$ cat config.mk
export PLATFORM = sky130hd
export DESIGN_NAME = heartbeat_monitor
export DESIGN_NICKNAME = d
export VERILOG_FILES = /design/src/rtl/heartbeat_mon_pkg.sv /design/src/rtl/hb_pad_sync.sv /design/src/rtl/heartbeat_monitor.sv
export SDC_FILE = /design/constraint.sdc
export NUM_CORES = 1
export LEC_CHECK = 0
export ABC_AREA = 1
export CORE_MARGIN = 2
export CORE_UTILIZATION = 50
export DETAILED_ROUTE_END_ITERATION = 8
export PLACE_DENSITY_LB_ADDON = 0.1
export SYNTH_ARGS = -nofsm -noshare
export SYNTH_HDL_FRONTEND = slang
export SYNTH_SLANG_ARGS = --single-unit
$ cat constraint.sdc
create_clock -name clk -period 2.19 [get_ports clk]
set_input_delay 0.219 -clock clk [delete_from_list [all_inputs] [get_ports clk]]
set_output_delay 0.219 -clock clk [all_outputs]
set_load 0.01 [all_outputs]
$ cat src/rtl/heartbeat_mon_pkg.sv
`default_nettype none
// ============================================================================
// Module      : heartbeat_mon_pkg
// Description : Shared state encoding and default timing constants for the
//               heartbeat pad-link receive monitor.
// Revision    : 1.0 - initial release
// ============================================================================
package heartbeat_mon_pkg;

    // Link state as seen by the receiver
    typedef enum logic [1:0] {
        IDLE   = 2'd0,
        ACQ    = 2'd1,
        LOCKED = 2'd2,
        LOST   = 2'd3
    } hb_state_t;

    // Default measurement and lock settings
    localparam int DEF_CNT_W      = 16;
    localparam int DEF_MIN_PERIOD = 8;
    localparam int DEF_MAX_PERIOD = 12;
    localparam int DEF_LOCK_COUNT = 4;
    localparam int DEF_ERR_W      = 8;

endpackage
`default_nettype wire

$ cat src/rtl/hb_pad_sync.sv
`default_nettype none
// ============================================================================
// Module      : hb_pad_sync
// Description : Two-flop synchroniser for the asynchronous pad input plus a
//               single-cycle rising-edge detector on the synchronised level.
// Revision    : 1.0 - initial release
// ============================================================================
module hb_pad_sync (
    input  logic clk,
    input  logic rst,
    input  logic d,
    output logic q,
    output logic rise
);

    logic r_meta;
    logic r_sync;
    logic r_sync_d;

    // Metastability filter and one-cycle history of the synchronised level
    always_ff @(posedge clk) begin
        if (rst) begin
            r_meta   <= 1'b0;
            r_sync   <= 1'b0;
            r_sync_d <= 1'b0;
        end else begin
            r_meta   <= d;
            r_sync   <= r_meta;
            r_sync_d <= r_sync;
        end
    end

    assign q    = r_sync;
    assign rise = r_sync & ~r_sync_d;

endmodule
`default_nettype wire

$ cat src/rtl/heartbeat_monitor.sv
`default_nettype none
// ============================================================================
// Module      : heartbeat_monitor
// Description : Receive side of the heartbeat pad link. Measures the
//               rise-to-rise period of the incoming square wave, tracks
//               lock/loss of the link and counts lock losses.
// Revision    : 1.0 - initial release
// ============================================================================
module heartbeat_monitor
    import heartbeat_mon_pkg::*;
#(
    parameter int CNT_W      = DEF_CNT_W,
    parameter int MIN_PERIOD = DEF_MIN_PERIOD,
    parameter int MAX_PERIOD = DEF_MAX_PERIOD,
    parameter int LOCK_COUNT = DEF_LOCK_COUNT,
    parameter int ERR_W      = DEF_ERR_W
) (
    input  logic             clk,
    input  logic             rst,
    input  logic             sig_y,
    input  logic             err_clr,
    output logic             sig_oe,
    output logic             sig_ie,
    output logic             sig_pd,
    output logic             sig_pu,
    output logic             locked_o,
    output logic             lost_o,
    output logic             period_vld_o,
    output logic [CNT_W-1:0] period_o,
    output logic [ERR_W-1:0] err_cnt_o
);

    localparam int               c_gc_w      = $clog2(LOCK_COUNT + 1);
    localparam logic [CNT_W-1:0] c_cnt_max   = {CNT_W{1'b1}};
    localparam logic [CNT_W-1:0] c_min_per   = CNT_W'(MIN_PERIOD);
    localparam logic [CNT_W-1:0] c_max_per   = CNT_W'(MAX_PERIOD);
    localparam logic [c_gc_w-1:0] c_lock_cnt = c_gc_w'(LOCK_COUNT);
    localparam logic [ERR_W-1:0] c_err_max   = {ERR_W{1'b1}};

    hb_state_t          r_state;
    hb_state_t          w_state_nxt;
    logic [CNT_W-1:0]   r_cnt;
    logic [CNT_W-1:0]   r_period;
    logic               r_period_vld;
    logic [ERR_W-1:0]   r_err;
    logic [c_gc_w-1:0]  r_gcnt;
    logic [c_gc_w-1:0]  w_gcnt_nxt;
    logic [c_gc_w-1:0]  w_gcnt_inc;
    logic               r_locked;
    logic               r_lost;
    logic               w_level;
    logic               w_rise_raw;
    logic               w_rise;
    logic [CNT_W-1:0]   w_meas;
    logic               w_good;
    logic               w_timeout;
    logic               w_err_inc;

    // The pad is a pure input with a weak pull-down so an undriven line idles low
    assign sig_oe = 1'b0;
    assign sig_ie = 1'b1;
    assign sig_pd = 1'b1;
    assign sig_pu = 1'b0;

    hb_pad_sync u_sync (
        .clk  (clk),
        .rst  (rst),
        .d    (sig_y),
        .q    (w_level),
        .rise (w_rise_raw)
    );

    // A detected rise always coincides with a high synchronised level
    assign w_rise = w_rise_raw & w_level;

    // Period of the edge just seen: one more than the cycles counted since the last edge
    assign w_meas    = (r_cnt == c_cnt_max) ? r_cnt : r_cnt + CNT_W'(1);
    assign w_good    = (w_meas >= c_min_per) && (w_meas <= c_max_per);
    // Fires on exactly one cycle per missing edge because the counter moves past the threshold
    assign w_timeout = (r_cnt == c_max_per) && !w_rise;
    assign w_gcnt_inc = r_gcnt + c_gc_w'(1);

    // Cycle counter since the last detected rise, saturating
    always_ff @(posedge clk) begin
        if (rst) begin
            r_cnt <= '0;
        end else if (w_rise) begin
            r_cnt <= '0;
        end else if (r_cnt != c_cnt_max) begin
            r_cnt <= r_cnt + CNT_W'(1);
        end
    end

    // Publish the measured period on every rise once acquisition has started
    always_ff @(posedge clk) begin
        if (rst) begin
            r_period     <= '0;
            r_period_vld <= 1'b0;
        end else begin
            r_period_vld <= 1'b0;
            if (w_rise && (r_state != IDLE)) begin
                r_period     <= w_meas;
                r_period_vld <= 1'b1;
            end
        end
    end

    // Link state transitions and good-period run length
    always_comb begin
        w_state_nxt = r_state;
        w_gcnt_nxt  = r_gcnt;
        w_err_inc   = 1'b0;
        case (r_state)
            IDLE: begin
                if (w_rise) begin
                    w_state_nxt = ACQ;
                    w_gcnt_nxt  = '0;
                end
            end
            ACQ: begin
                if (w_rise) begin
                    if (w_good) begin
                        w_gcnt_nxt = w_gcnt_inc;
                        if (w_gcnt_inc == c_lock_cnt) begin
                            w_state_nxt = LOCKED;
                        end
                    end else begin
                        w_gcnt_nxt = '0;
                    end
                end else if (w_timeout) begin
                    w_state_nxt = LOST;
                end
            end
            LOCKED: begin
                if ((w_rise && !w_good) || w_timeout) begin
                    w_state_nxt = LOST;
                    w_err_inc   = 1'b1;
                end
            end
            LOST: begin
                // The period ending at this rise spans the outage, so it is not counted
                if (w_rise) begin
                    w_state_nxt = ACQ;
                    w_gcnt_nxt  = '0;
                end
            end
            default: begin
                w_state_nxt = IDLE;
                w_gcnt_nxt  = '0;
            end
        endcase
    end

    // State register with registered status decodes
    always_ff @(posedge clk) begin
        if (rst) begin
            r_state  <= IDLE;
            r_gcnt   <= '0;
            r_locked <= 1'b0;
            r_lost   <= 1'b0;
        end else begin
            r_state  <= w_state_nxt;
            r_gcnt   <= w_gcnt_nxt;
            r_locked <= (w_state_nxt == LOCKED);
            r_lost   <= (w_state_nxt == LOST);
        end
    end

    // Lock-loss counter; a clear request takes priority over a same-cycle loss
    always_ff @(posedge clk) begin
        if (rst) begin
            r_err <= '0;
        end else if (err_clr) begin
            r_err <= '0;
        end else if (w_err_inc && (r_err != c_err_max)) begin
            r_err <= r_err + ERR_W'(1);
        end
    end

    assign locked_o     = r_locked;
    assign lost_o       = r_lost;
    assign period_vld_o = r_period_vld;
    assign period_o     = r_period;
    assign err_cnt_o    = r_err;

endmodule
`default_nettype wire

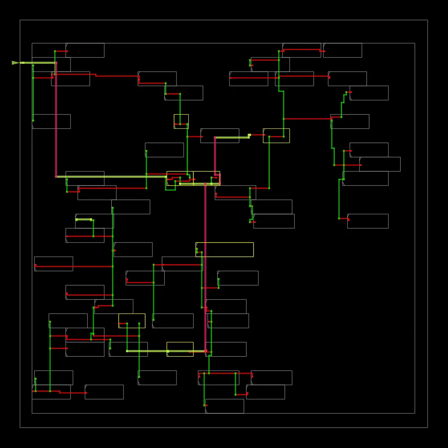
run_1/final_clocks.png
Num Clock Sinks: 51
P_clk: 0.653 mW

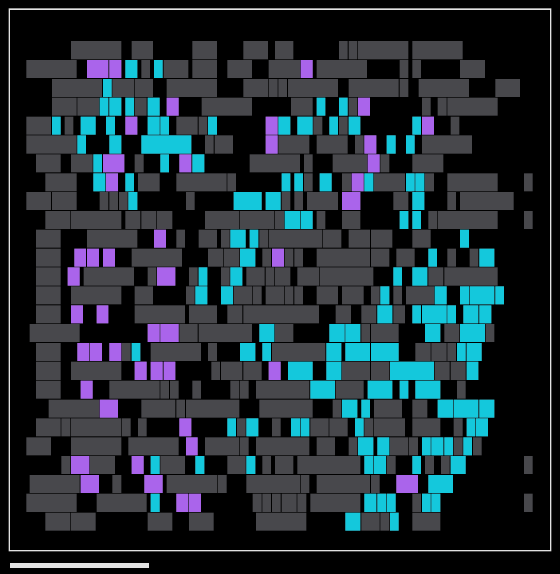
run_1/gate_families.png
The bar under the picture is 20 um long.
Purple is inverting AOI/OAI gates, cells 45, most used a21oi_1. Cyan is NAND gates, cells 122, most used nand2_1, where all over the die.

==> out/results.tsv, run 1 <==
metric	value	unit
status	complete, no violations	
dr_wl_met2	2900	um
nClkBuffers	5	
firstDrtPassIters	4	
rows	26	
dp_cells	482	
ioPinCount	35	
hold_end	u_sync.q	
critPathLaunch	r_cnt[0]	
diodes	0	
met3_usage	3.84	%
use_met2	34.0	%
fin_tns_setup	0	ns
fin_cells	496	
first_global_vias	2367	
start_kind	flip-flop	
cts_hold_buffers	0	
cp_num_cells	16	
initCoreUtil	52.8	%
finClkSkew	0.00912	ns
layout.cells.most_common	nand2_1	
holdPathStages	2	
critPathBufInv	3	
ir_worst_vdd	0.463	mV
cpMostUsedCell	nand2_2	
ys_top_cells_by_count	nand2_1, dfxtp_1, nor2_1	
fmax	478	MHz
synthArstFlopShare	0	%
yosys.area.top_type	dfxtp_1	
inverters	53	
worst_pin_slew	0.675	ns
path_clk_slew	0.10	ns
place_area	3180	um2
finalSetupViolCount	0	
ys_sh_simple	35.4	%
highest_layer	met4	
worstHoldPathType	reg2reg	
seqAreaFraction	30.3	%
antenna_left	0	
critPathMaxFanout	8	
signal_buffers	52	
grt.total_usage	22.0	%
final_cell_mix	nand2_1, inv_1, nor2_1	
via_per_inst	5.09	
grt_max_degree	17	
path_delay_family	simple AND/OR/NAND/NOR gates	
hp-start	u_sync.r_meta	
yosys.cell_count.top_type	nand2_1	
yosysTopAreaCellShare	37.4	%
preCtsSetupSlack	0.0441	ns
drc	0	
largest_class	combinational gates	
relSlewSlack	54.8	%
top_logic_kind	simple AND/OR/NAND/NOR gates	
cts_made_buffers	5	
worst_r2r_endpoint	err_cnt_o[5]	
route.met3.wl	285	um
num-fill-cells	457	
synth.area.mux_share	0	%
dp_hpwl	4870	um
holdWs	0.410	ns
powerDensity	653	nW/um2
buf_share	13.5	%
port_buffers	30	
warnings	31	
cap_violations	0	
hold_viol_final	0	
period_used_share	95.6	%
arrival	2.33	ns
cp-end-kind	flip-flop	
total_leakage_power	1.49	nW
flops	51	
gp_congestion	0.951	
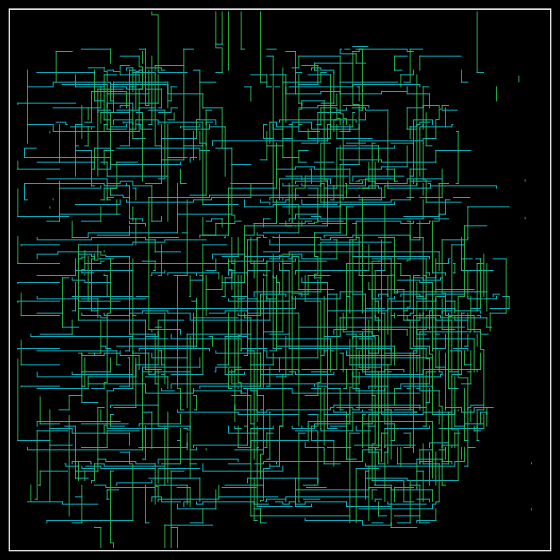
run_1/metal_stack.png
Only two layers are drawn.
Cyan is met1, wire length 3340 um. Green is met2, wire length 2900 um.

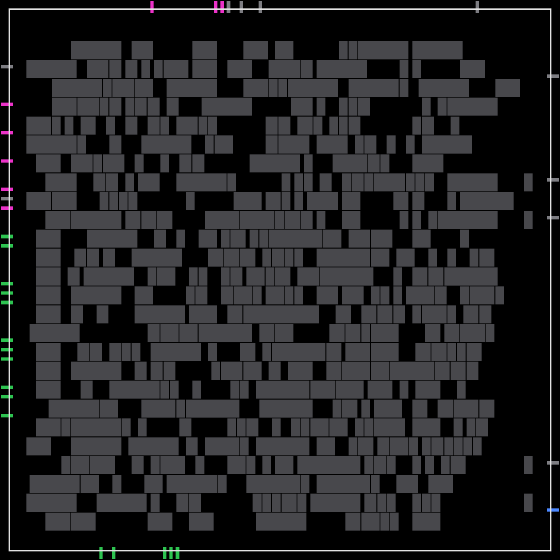
run_1/pins.png
Pins as bars across the die edge, other pins in grey.
Blue is sig_pu, pins 1, direction output, edge right. Magenta is err_cnt_o, pins 8, direction output, edge 5 left, 3 top. Green is period_o, pins 16, direction output, edge 11 left, 5 bottom.
All pins by edge: 18 left, 7 top, 5 right, 5 bottom.

-- run 1: registers in the layout, indices dropped and copies added, names as in the netlist --
signal / cells
err_cnt_o: 8
locked_o: 1
lost_o: 1
period_o: 16
period_vld_o: 1
r_cnt: 16
r_gcnt: 3
r_state: 2
u_sync.q: 1
u_sync.r_meta: 1
u_sync.r_sync_d: 1
-- run 1: where the power goes --
part           switching [mW]  internal (mW)  total (mW)
combinational           0.331          0.219       0.550
sequential             0.0421           1.00        1.04
clock                   0.318          0.334       0.653
total                   0.692           1.55        2.24
-- run 1: repair_timing --
action	in CTS	in global routing
buffers inserted	0	6
gates resized	0	36
setup endpoints to repair	0	12
==> run 2: changes to the inputs <==
Settings changed: ABC_AREA 1 to unset, CORE_UTILIZATION 50 to 49.
==> out/results.tsv, run 2 <==
metric	value	unit
top_logic_kind	simple AND/OR/NAND/NOR gates	
ys_sh_simple	30.4	%
cts_hold_buffers	0	
ys_top_cells_by_count	nor2_1, dfxtp_1, a21oi_1	
warnings	34	
inverters	10	
num-fill-cells	450	
path_delay_family	simple AND/OR/NAND/NOR gates	
rows	26	
cp-end-kind	flip-flop	
power.internal	1.47	mW
finalWorstSetupSlack	-0.551	ns
port_buffers	30	
synth.area.mux_share	1.95	%
highest_layer	met4	
dp_hpwl	4690	um
worst_r2r_endpoint	err_cnt_o[2]	
fin_cells	463	
period_used_share	125	%
dr_wl_met2	3030	um
swShare	31.9	%
largest_class	combinational gates	
critPathMaxFanout	6	
buf_share	21.4	%
power_leader	sequential cells	
via_per_inst	5.35	
critPathBufInv	1	
initCoreUtil	51.1	%
powerDensity	593	nW/um2
grt_max_degree	20	
fmax	365	MHz
status	finished with violations	
cp_num_cells	10	
seqAreaFraction	28.8	%
drc	0	
powerSeq	1.02	mW
finClkSkew	0.00830	ns
hold_viol_final	0	
pwr-share-clk	26.4	%
arrival	2.95	ns
worst_pin_slew	0.658	ns
path_clk_slew	0.09	ns
ioPinCount	35	
ir_worst_vdd	0.691	mV
start_kind	flip-flop	
place_area	3340	um2
met3_usage	3.88	%
relSlewSlack	56.1	%
nClkBuffers	6	
holdWs	0.447	ns
preCtsSetupSlack	-0.662	ns
gp_congestion	0.860	
holdPathStages	1	
flops	51	
yosys.cell_count.top_type	nor2_1	
final_cell_mix	buf_4, nor2_1, dfxtp_1	
cts_made_buffers	5	
violations	negative setup slack	
route.met3.wl	239	um
layout.cells.most_common	buf_4	
firstDrtPassIters	4	
use_met2	37.2	%
pwr-share-comb	26.1	%
total_leakage_power	1.53	nW
hold_end	u_sync.q	
finalSetupViolCount	15	
grt.total_usage	22.9	%
worstHoldPathType	reg2reg	
yosysTopAreaCellShare	38.8	%
cap_violations	0	
run 2: cell count changes in the layout (fill, tap and decap cells not counted), moves of 8 or more:
| cell | delta |
|---|---|
| nor2_2 | -11 |
| nand3_1 | -11 |
| nand2_1 | -40 |
| nor2_4 | -8 |
| nand2_2 | -13 |
| inv_1 | -36 |
| nor2_1 | +9 |
| buf_4 | +34 |
| nand3_2 | -10 |
run 2: per-stage QoR:
step	total power, mW	setup TNS, ns	utilization [%]
after floorplan	1.42	-7.08	-
after global placement	1.56	-7.74	65.0
after detailed placement	1.58	-8.56	65.0
after CTS	2.16	-7.92	70.4
after global routing	2.27	-9.59	70.7
final	2.16	-7.56	70.7
run 2: what timing repair did:
item                       4_1_cts  5_1_grt
buffers inserted                12        1
pin swaps                       12        5
setup endpoints to repair       15       15
gates resized                   24        2
cloned                           1        0
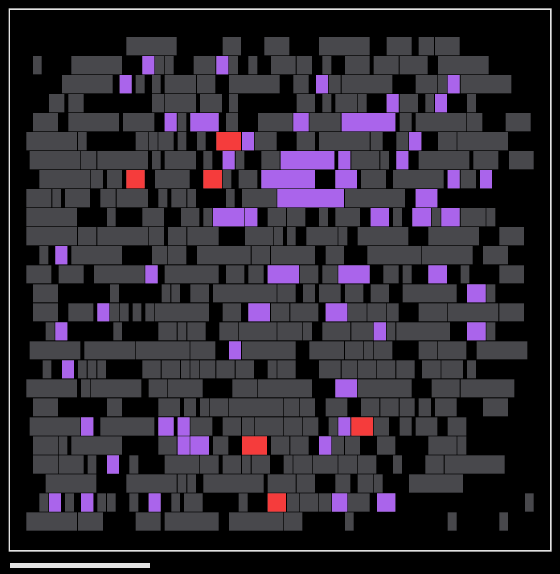
run_2/gate_families.png
The bar under the picture is 20 um long.
Purple is inverting AOI/OAI gates, cells 56, most used a21oi_1, where all over the die. Red is AND-OR and OR-AND gates, cells 6.

==> run 3: changes to the inputs <==
Settings changed: REMOVE_ABC_BUFFERS set to 1, SETUP_SLACK_MARGIN set to 0.3.
==> out/results.tsv, run 3 <==
metric	value	unit
largest_class	combinational gates	
port_buffers	30	
initCoreUtil	51.1	%
nClkBuffers	6	
grt.total_usage	23.3	%
flops	51	
start_kind	flip-flop	
final_cell_mix	buf_4, nor2_1, dfxtp_1	
yosys.cell_count.top_type	nor2_1	
fin_tns_setup	-9.49	ns
fmax	342	MHz
warnings	32	
finalWorstSetupSlack	-0.732	ns
worstHoldPathType	reg2reg	
cts_made_buffers	5	
yosysTopAreaCellShare	38.8	%
critPathMaxFanout	6	
cts.sinks	51	
relSlewSlack	60.4	%
clkCellAreaFrac	3.19	%
firstDrtPassIters	4	
grt_max_degree	20	
cts_hold_buffers	0	
layout.cells.most_common	buf_4	
highest_layer	met4	
ioPinCount	35	
ys_sh_simple	30.4	%
met3_usage	4.59	%
syn_inst	310	
top_logic_kind	simple AND/OR/NAND/NOR gates	
diodes	0	
core	5140	um2
finClkSkew	0.00791	ns
ir_worst_vdd	0.418	mV
path_clk_slew	0.09	ns
drc	0	
violations	negative setup slack	
place_area	3320	um2
first_global_vias	2407	
inverters	10	
finalSetupViolCount	15	
route.met3.wl	313	um
signal_buffers	98	
critPathBufInv	2	
yosys.area.top_type	dfxtp_1	
powerDensity	615	nW/um2
rows	26	
post-cts-setup-buffer-count	11	
via_per_inst	5.43	
dp_hpwl	4600	um
num-fill-cells	405	
gp_congestion	0.925	
use_met2	39.2	%
arrival	3.17	ns
status	finished with violations	
antenna_left	0	
total_leakage_power	1.58	nW
utilization	74.0	%
ys_top_cells_by_count	nor2_1, dfxtp_1, a21oi_1	
period_used_share	133	%
==> run 3: worst paths after layout <==
check / start / to / slack (ns) / depth (start not counted)
worst min register to register: u_sync.r_meta / u_sync.q / 0.44 / 1
worst max-delay path: r_cnt[0] / err_cnt_o[5] / -0.73 / 10
worst max register to register: r_cnt[0] / err_cnt_o[5] / -0.73 / 10
worst min-delay path: u_sync.r_meta / u_sync.q / 0.44 / 1
==> run 3: report_power, final <==
group / switching [mW] / internal (mW)
combinational: 0.361 / 0.254
clock: 0.325 / 0.376
sequential: 0.0453 / 0.976
==> run 3: through the flow <==
step	cells	power, mW
3_3_place_gp	448	1.53
4_1_cts	468	2.30
3_5_place_dp	448	1.55
6_report	471	2.34
2_1_floorplan	294	1.37
5_1_grt	471	2.45
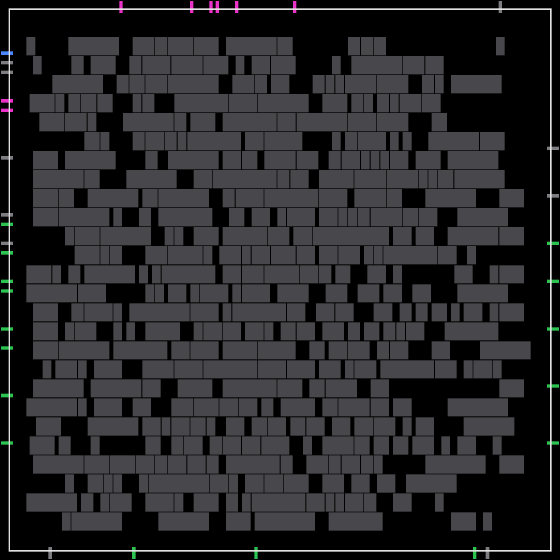
run_3/pins.png
Pins as bars across the die edge, other pins in grey.
Blue is sig_pu, pins 1, direction output, edge left. Green is period_o, pins 16, direction output, edge 8 left, 5 right, 3 bottom. Magenta is err_cnt_o, pins 8, direction output, edge 6 top, 2 left.
All pins by edge: 16 left, 7 top, 7 right, 5 bottom.

Power and IR drop assume default switching activity.
